### src/rtl/spi_deserializer.sv
// spi_deserializer: serial-to-parallel receiver for the SPI datapath.
// Samples `in` on every rising clk edge while `en` is high and assembles
// WIDTH-bit words, delivering each with a one-cycle `valid` strobe.
// Dropping `en` mid-frame discards the partial word and pulses `abort`.
//
// Parameters:
//   WIDTH     data bits per word (2..32)
//   LSB_FIRST 1: first serial bit lands in out[0]; 0: in out[WIDTH-1]
//   CNT_W     width of the completed-frame counter (wraps)
//
// Ports:
//   clk        bit clock, rising edge
//   rst        synchronous active-high reset
//   en         frame active (chip-select, active high)
//   in         serial data
//   out        last completed word, held until the next completion
//   valid      one-cycle pulse when out updates
//   busy       high while a frame is partially received
//   abort      one-cycle pulse when en drops mid-frame
//   parity_err even-parity failure flag for the word on out
//   frame_cnt  completed words since reset
//
// Optional feature macro: SPI_DESER_PARITY_EN
//   Defined: each frame carries one extra even-parity bit after the data bits.
//   Undefined: no parity bit, parity_err is constant 0.
module spi_deserializer #(
  parameter int unsigned WIDTH     = 8,
  parameter int unsigned LSB_FIRST = 1,
  parameter int unsigned CNT_W     = 16
) (
  input  logic             clk,
  input  logic             rst,
  input  logic             en,
  input  logic             in,
  output logic [WIDTH-1:0] out,
  output logic             valid,
  output logic             busy,
  output logic             abort,
  output logic             parity_err,
  output logic [CNT_W-1:0] frame_cnt
);

  localparam int unsigned BCW = $clog2(WIDTH + 1);

  typedef enum logic [1:0] {
    IDLE  = 2'd0,
    SHIFT = 2'd1,
    PAR   = 2'd2
  } state_t;

  state_t           state, state_d;
  logic [BCW-1:0]   bit_cnt, bit_cnt_d;
  logic [WIDTH-1:0] sr, sr_d, sr_shift, out_d;
  logic [CNT_W-1:0] frame_cnt_d;
  logic             valid_d, busy_d, abort_d, parity_err_d;

  // Shift register with the current serial bit inserted
  always_comb begin
    if (LSB_FIRST != 0) sr_shift = {in, sr[WIDTH-1:1]};
    else                sr_shift = {sr[WIDTH-2:0], in};
  end

  // Next-state and registered-output logic
  always_comb begin
    state_d      = state;
    bit_cnt_d    = bit_cnt;
    sr_d         = sr;
    out_d        = out;
    valid_d      = 1'b0;
    abort_d      = 1'b0;
    parity_err_d = parity_err;
    frame_cnt_d  = frame_cnt;

    case (state)
      IDLE, SHIFT: begin
        if (en) begin
          sr_d      = sr_shift;
          bit_cnt_d = bit_cnt + BCW'(1);
          state_d   = SHIFT;
          if (bit_cnt == BCW'(WIDTH - 1)) begin
`ifdef SPI_DESER_PARITY_EN
            // All data bits in; the next enabled edge carries parity
            state_d   = PAR;
            bit_cnt_d = BCW'(WIDTH);
`else
            out_d       = sr_shift;
            valid_d     = 1'b1;
            frame_cnt_d = frame_cnt + CNT_W'(1);
            sr_d        = '0;
            bit_cnt_d   = '0;
            state_d     = IDLE;
`endif
          end
        end else if (state == SHIFT) begin
          abort_d   = 1'b1;
          sr_d      = '0;
          bit_cnt_d = '0;
          state_d   = IDLE;
        end
      end
      PAR: begin
        if (en) begin
          // Word is delivered even when the parity check fails
          out_d        = sr;
          valid_d      = 1'b1;
          parity_err_d = (^sr) ^ in;
          frame_cnt_d  = frame_cnt + CNT_W'(1);
          sr_d         = '0;
          bit_cnt_d    = '0;
          state_d      = IDLE;
        end else begin
          abort_d   = 1'b1;
          sr_d      = '0;
          bit_cnt_d = '0;
          state_d   = IDLE;
        end
      end
      default: begin
        sr_d      = '0;
        bit_cnt_d = '0;
        state_d   = IDLE;
      end
    endcase

    busy_d = (state_d != IDLE);
  end

  // State and output registers
  always_ff @(posedge clk) begin
    if (rst) begin
      state      <= IDLE;
      bit_cnt    <= '0;
      sr         <= '0;
      out        <= '0;
      valid      <= 1'b0;
      busy       <= 1'b0;
      abort      <= 1'b0;
      parity_err <= 1'b0;
      frame_cnt  <= '0;
    end else begin
      state      <= state_d;
      bit_cnt    <= bit_cnt_d;
      sr         <= sr_d;
      out        <= out_d;
      valid      <= valid_d;
      busy       <= busy_d;
      abort      <= abort_d;
      parity_err <= parity_err_d;
      frame_cnt  <= frame_cnt_d;
    end
  end

endmodule

### config.mk
export PLATFORM = sky130hd
export DESIGN_NAME = spi_deserializer
export DESIGN_NICKNAME = d
export VERILOG_FILES = /design/src/rtl/spi_deserializer.sv
export SDC_FILE = /design/constraint.sdc
export NUM_CORES = 1
export LEC_CHECK = 0
export ABC_AREA = 1
export CORE_MARGIN = 2
export CORE_UTILIZATION = 45
export DETAILED_ROUTE_END_ITERATION = 10
export GPL_ROUTABILITY_DRIVEN = 0
export PLACE_DENSITY_LB_ADDON = 0.2
export REMOVE_ABC_BUFFERS = 1
export SLEW_MARGIN = 10
export SYNTH_ARGS = -nofsm -noshare
export SYNTH_HDL_FRONTEND = slang
export SYNTH_SLANG_ARGS = --single-unit
### constraint.sdc
create_clock -name clk -period 3.1 [get_ports clk]
set_clock_uncertainty 0.05 [all_clocks]
set_input_delay 0.465 -clock clk [delete_from_list [all_inputs] [get_ports clk]]
set_output_delay 0.465 -clock clk [all_outputs]
set_load 0.03 [all_outputs]
Fig. 1: nets reached from selected ports
Scale: 6 px per µm.
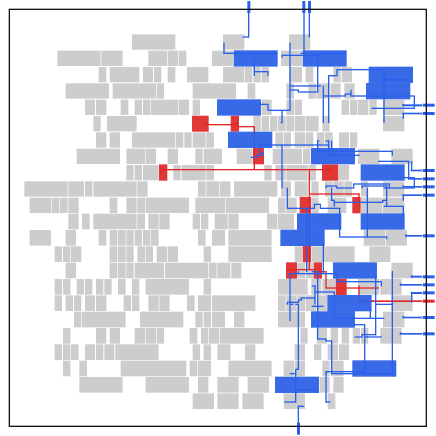
frame_cnt: marked blue, bits 16, direction output, edge 12 right, 3 top, 1 bottom, end cells 16, buffers 16, wire 505 µm. rst: marked red, bits 1, direction input, edge right, end cells 11, buffers 1, wire 104 µm.
number of I/O pins: 32
count of input and output buffers: 31

Fig. 2: placed standard cells
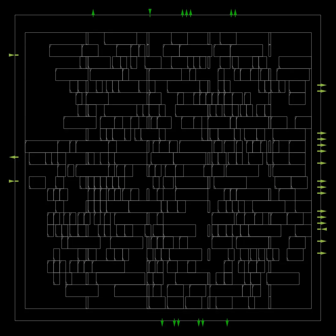
share of cell area taken by flip-flops and latches: 35.4%
final standard cell utilization of the core: 58.5%
number of well taps: 50
core area: 4060 µm²

Fig. 3: where the registers sit
Scale: 4 px per µm. Other sequential cells in the stronger gray, the rest of the logic in the fainter gray.
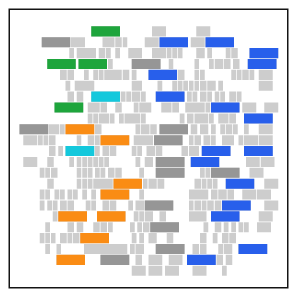
sr: marked orange, sequential cells 8. frame_cnt: marked blue, sequential cells 16. bit_cnt: marked green, sequential cells 4, where upper left. state: marked cyan, sequential cells 2.
storage element area: 841 µm²
Sequential Power: 561 µW

Fig. 4: clock distribution
Scale: 4 px per µm.
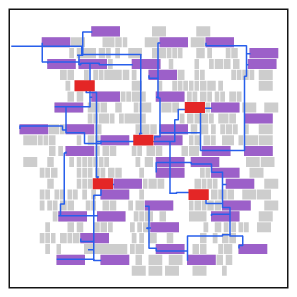
flip-flops: marked purple, count 42. clock drivers: marked red, count 5. clock wires: marked blue, length 500 µm.
Position of the flops: widely spread.

==> out/summary.json <==
{
  "path_class": "in2reg",
  "clock.fmax_mhz": 504,
  "vdd_ir_drop_max_v": 0.000224,
  "dominant_power_group": "registers",
  "first_global_vias": 1542,
  "final.period_utilization_pct": 64.0,
  "synthesis.instances": 274,
  "floorplan.die.width_um": 69.3,
  "met3_wirelength_um": 177,
  "reg_top3": "frame_cnt x16, out x8, sr x8",
  "reported_max_cap_violation_count": 0,
  "timing.reg2reg.worst_path_depth": 7,
  "worst_r2r_startpoint": "bit_cnt[0]",
  "cts-root-buf": "sky130_fd_sc_hd__clkbuf_8",
  "worst-endpoint-required_ps": 3240,
  "final_cells": 357,
  "postCtsSetupRepairBufs": 0,
  "dominant-cell-class": "multi-input combinational cells",
  "post-route-min-period_ps": 1980,
  "hold_path_end": "frame_cnt[5]",
  "area.share.combinational_pct": 38.0,
  "gr-usage-all-layers_pct": 16.3,
  "floorplan.initialDensity_pct": 47.2,
  "worstHoldPathCells": 2,
  "timing.critical_path.buf_inv": 2,
  "std_cell_rows": 23,
  "mux_frac_synth_pct": 0,
  "outcome": "finished clean",
  "setup_tns_ps": 0,
  "cts_hold_buffers": 0,
  "cts_max_path_buffers": 2,
  "post_synth_main_area_contributors": "sky130_fd_sc_hd__dfxtp_1, sky130_fd_sc_hd__nand2_1, sky130_fd_sc_hd__o21ai_0",
  "tritoncts": "yes",
  "largest_register_ffs": 16,
  "via_count": 1769,
  "holdWs_ps": 433
}
Power and IR drop assume default switching activity.
